File: src/rtl/mem_bus_arbiter.sv
// Shares the single core memory bus between instruction fetch and the MEM-stage data path.
// Define ARB_FAIR_EN for round-robin arbitration; otherwise the data side always wins a conflict.
module mem_bus_arbiter #(
    parameter int ADDR_W = 64,
    parameter int DATA_W = 64
) (
    input  logic                clk,
    input  logic                rst,

    input  logic                if_req,
    input  logic [ADDR_W-1:0]   if_addr,
    input  logic                if_flush,
    output logic                if_ack,
    output logic [DATA_W-1:0]   if_rdata,

    input  logic                d_req,
    input  logic                d_we,
    input  logic [ADDR_W-1:0]   d_addr,
    input  logic [DATA_W-1:0]   d_wdata,
    input  logic [DATA_W/8-1:0] d_be,
    output logic                d_ack,
    output logic [DATA_W-1:0]   d_rdata,

    output logic                bus_req,
    output logic                bus_we,
    output logic [ADDR_W-1:0]   bus_addr,
    output logic [DATA_W-1:0]   bus_wdata,
    output logic [DATA_W/8-1:0] bus_be,
    input  logic                bus_ack,
    input  logic [DATA_W-1:0]   bus_rdata,

    output logic                busy
);

    localparam logic [1:0] S_IDLE = 2'd0;
    localparam logic [1:0] S_BUS  = 2'd1;
    localparam logic [1:0] S_RESP = 2'd2;

    localparam logic OWNER_IF = 1'b0;
    localparam logic OWNER_D  = 1'b1;

    logic [1:0] state;
    logic [1:0] state_nxt;
    logic       owner;
    logic       drop;
    logic       if_grantable;
    logic       grant_any;
    logic       grant_d;

    // A fetch raised in the same cycle as a redirect is stale and never granted.
    assign if_grantable = if_req & ~if_flush;
    assign grant_any    = d_req | if_grantable;

`ifdef ARB_FAIR_EN
    logic last_owner;

    assign grant_d = d_req & (~if_grantable | (last_owner == OWNER_IF));

    always_ff @(posedge clk or posedge rst) begin
        if (rst) begin
            last_owner <= OWNER_IF;
        end else if (state == S_IDLE && grant_any) begin
            last_owner <= grant_d ? OWNER_D : OWNER_IF;
        end
    end
`else
    assign grant_d = d_req;
`endif

    always_comb begin
        state_nxt = state;
        case (state)
            S_IDLE:  if (grant_any) state_nxt = S_BUS;
            S_BUS:   if (bus_ack) state_nxt = S_RESP;
            S_RESP:  state_nxt = S_IDLE;
            default: state_nxt = S_IDLE;
        endcase
    end

    always_ff @(posedge clk or posedge rst) begin
        if (rst) begin
            state <= S_IDLE;
        end else begin
            state <= state_nxt;
        end
    end

    // Bus-side request registers stay stable for the whole transaction and hold afterwards.
    always_ff @(posedge clk or posedge rst) begin
        if (rst) begin
            owner     <= OWNER_IF;
            bus_we    <= 1'b0;
            bus_addr  <= '0;
            bus_wdata <= '0;
            bus_be    <= '0;
        end else if (state == S_IDLE && grant_any) begin
            if (grant_d) begin
                owner     <= OWNER_D;
                bus_we    <= d_we;
                bus_addr  <= d_addr;
                bus_wdata <= d_wdata;
                bus_be    <= d_be;
            end else begin
                owner     <= OWNER_IF;
                bus_we    <= 1'b0;
                bus_addr  <= if_addr;
                bus_wdata <= '0;
                bus_be    <= '1;
            end
        end
    end

    always_ff @(posedge clk or posedge rst) begin
        if (rst) begin
            drop <= 1'b0;
        end else if (state == S_RESP) begin
            drop <= 1'b0;
        end else if (state == S_BUS && owner == OWNER_IF && if_flush) begin
            drop <= 1'b1;
        end
    end

    // Read data is captured even for a dropped fetch; only the ack is withheld.
    always_ff @(posedge clk or posedge rst) begin
        if (rst) begin
            if_rdata <= '0;
            d_rdata  <= '0;
        end else if (state == S_BUS && bus_ack) begin
            if (owner == OWNER_IF) begin
                if_rdata <= bus_rdata;
            end else if (!bus_we) begin
                d_rdata <= bus_rdata;
            end
        end
    end

    assign bus_req = (state == S_BUS);
    assign busy    = (state != S_IDLE);
    assign if_ack  = (state == S_RESP) && (owner == OWNER_IF) && !drop && !if_flush;
    assign d_ack   = (state == S_RESP) && (owner == OWNER_D);

endmodule

File: config.mk
export PLATFORM = sky130hd
export DESIGN_NAME = mem_bus_arbiter
export DESIGN_NICKNAME = d
export VERILOG_FILES = /design/src/rtl/mem_bus_arbiter.sv
export SDC_FILE = /design/constraint.sdc
export NUM_CORES = 1
export LEC_CHECK = 0
export CAP_MARGIN = 20
export CORE_AREA = 3 3 211 213
export CTS_BUF_LIST = sky130_fd_sc_hd__clkbuf_16
export CTS_CLUSTER_SIZE = 40
export DETAILED_ROUTE_END_ITERATION = 8
export DIE_AREA = 0 0 214 216
export DONT_BUFFER_PORTS = 1
export HOLD_SLACK_MARGIN = 0.1
export SYNTH_ARGS = -nofsm -noshare
export SYNTH_HDL_FRONTEND = slang
export SYNTH_SLANG_ARGS = --single-unit
export TNS_END_PERCENT = 50
File: constraint.sdc
create_clock -name clk -period 23.4 [get_ports clk]
set_input_delay 4.68 -clock clk [delete_from_list [all_inputs] [get_ports clk]]
set_output_delay 4.68 -clock clk [all_outputs]
set_load 0.005 [all_outputs]
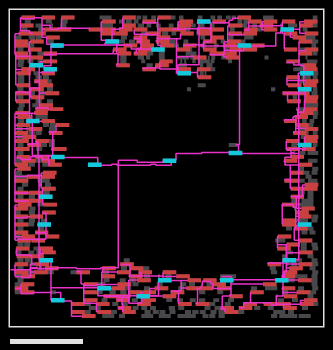
(routed clock nets over the placement)
Bar = 50 um.
- flip-flops: red (count 269)
- clock wires: magenta (length 3420 um)
- clock drivers: cyan (count 28)
- flops lie: spread over the die
- routed clock nets: 29

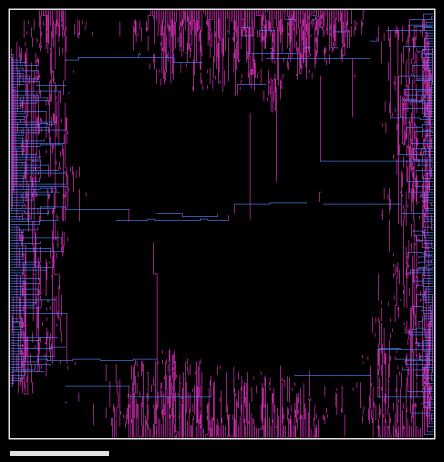
(routed metal, one color a layer)
Bar = 50 um. Two of the layers only.
- metal 3: blue (wire length 3280 um)
- metal 2: magenta (wire length 13100 um)

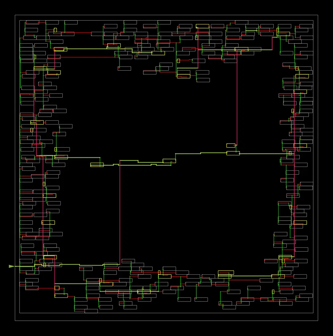
(clock wiring as the flow saved it)
clk_skew: 0.00970 ns
clk pwr: 403 uW

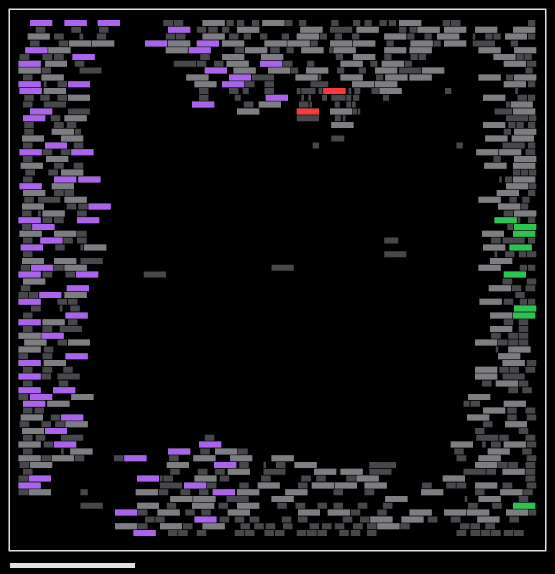
(sequential cells grouped by signal name)
Bar = 50 um. Other sequential cells in the stronger gray, the rest of the logic in the fainter gray.
- d_rdata: purple (flops 64)
- state: red (flops 2)
- bus_be: green (flops 8; where right middle)

==> notes.md <==
run results: status=complete, no violations, combinational power share=22.1%, Worst Hold Path EP=bus_wdata[35]$_DFFE_PP0P_, gr ovfl total=0, endpoints failing setup=0, First DRT Iteration DRCs=327, routed wire length=27300 um, Post-Synth Adder-Cell Area=0%, cell total in the yosys stat output=664, tool warnings=26, ratio of cells with drive above 1 in the final layout=42.9%, yosys stat area=10600 um^2, Cells on Worst Hold Path=1, number of global-route vias before repair=6206, Reg2Reg Capture Point=bus_addr[28]$_DFFE_PP0P_, worst vdd ir=0.0699 mV, first drt pass iteration count=4, CP max stage cell=nor4_1, setup TNS=0 ns, Sink Count=269, R2R setup slack=21.13 ns, Syn. warnings=0, global-route usage over all layers=11.0%, Post-Synth Simple-Gate Area=0.905%, Top non-seq family=multiplexers, routability cong.=0.786, maxcap violations=0, hold slack=0.523 ns, MUX share of area=27.1%, crit-path cells=nor4_1 > buf_4, internal power=1.16 mW, XOR/XNOR share of the synthesized area=0%, WL/cell=21.5 um, worst path bufs/invs=1, Root Driver=clkbuf_16, Crit. End Element=output pin, sequential power share=54.3%, setup bufs post-CTS=0, Post-CTS Resized=0, Worst Path Required=18.72 ns, worst-path fanout max=3, drt drc=0, sw frac=31.9%, Power Density=141 nW/um^2, port bufs=0, FP Rows=76, critical path class=input port to output pin, RSZ-0062 raised after global routing=no, Top Layout Cells=269 x dfrtp_1, 238 x mux2_2, 65 x a22o_1, 28 x clkbuf_16, 18 x mux2_1, Compound Share, Synth=6.33%, Layout area overhead=13.6%, Crit path max-delay family=simple AND/OR/NAND/NOR gates, CP Depth=2, core footprint=42900 um^2, Syn Inst Count=664, first-pass GRT wire length=40200 um, clock power share=23.6%, hold path start=bus_wdata[35]$_DFFE_PP0P_, cycle use final=43.2%, achievable frequency=98.9 MHz, via-per-instance ratio=4.48, Slew headroom=36.0%, Top cell excl fill/tap=dfrtp_1, antenna viol nets, final=0, # hold bufs at CTS=0, crit path DAT=5.43 ns, Worst Setup SP=if_flush, post-synthesis cell type count=25, IO Pins=540, min Tclk post-route=10.11 ns, initial antenna violation count=3, worst hold-check path type=flip-flop to flip-flop, Seq cells post-synth=269, Reg2Reg Depth=5, H-tree depth=1, Slew Viols, Final=0, clock tree from TritonCTS=built
-- per-layer routing --
metal	vias to the layer above	track usage, %	share of wire (%)
met2	347	18.2	48
li1	2422	-	-
met3	43	5.49	12
met4	0	4.35	3.9
met5	-	0	0
met1	2870	12.2	36
-- cell usage after synthesis --
master,instances
and2_1,1
inv_2,1
a22o_1,65
nor3b_1,1
mux2_2,238
o22a_1,8
mux2_1,18
nand2_1,2
nor2_1,2
nor2_2,1
buf_4,4
nor4_1,1
inv_1,5
nand2b_1,2
dfrtp_1,269
clkbuf_1,7
buf_2,20
o21ai_0,4
buf_6,6
nor3_4,1
nor2b_1,1
o21a_1,1
nand3b_4,1
buf_1,4
a21o_1,1
-- area by class of cell --
type                       instances  area (um^2)
fill                            4334        30800
sequential                       269         6730
multi-input combinational        348         3680
tap                              585          732
clock buffer                      28          701
clock inverter                    20          125
timing repair buffer              10         87.6
inverter                           6         30.0
antenna                            3         7.51
-- cells by family after synthesis --
family,after synthesis
AOI/OAI and AO/OA,79
muxes,256
and+or+nand+nor,13
buffers and inverters,47
DFF,269
-- power groups by stage --
stage,combinational [mW],sequential [mW],clock (mW)
3_3_place_gp,0.361,0.938,0
3_5_place_dp,0.382,0.933,0
5_1_grt,0.415,0.952,0.440
6_report,0.376,0.925,0.403
2_1_floorplan,0.333,0.847,0
4_1_cts,0.382,0.930,0.421
-- worst max-delay path by stage --
stage | endpoint | slack [ns]
final | if_ack | 13.29
after global routing | if_ack | 13.08
after CTS | if_ack | 13.06
after detailed placement | if_ack | 13.06
after global placement | if_ack | 13.06
after floorplan | bus_addr[0]$_DFFE_PP0P_ | 11.31
-- sequential cells by signal, indices dropped and copies added, names as in the netlist --
| register | count |
|---|---|
| owner | 1 |
| bus_we | 1 |
| state | 2 |
| bus_wdata | 64 |
| drop | 1 |
| bus_be | 8 |
| if_rdata | 64 |
| d_rdata | 64 |
| bus_addr | 64 |
-- per-stage QoR --
step	power [mW]	setup slack (ns)	std cells	util [%]	area (um^2)
after global routing	1.81	13.08	1269	28.2	12100
final	1.70	13.29	1269	28.2	12100
after global placement	1.30	13.06	1217	26.2	11200
after CTS	1.73	13.06	1266	28.2	12100
after floorplan	1.18	11.31	664	-	10600
after detailed placement	1.32	13.06	1218	26.3	11300
Power is estimated from default activity; no workload was simulated.
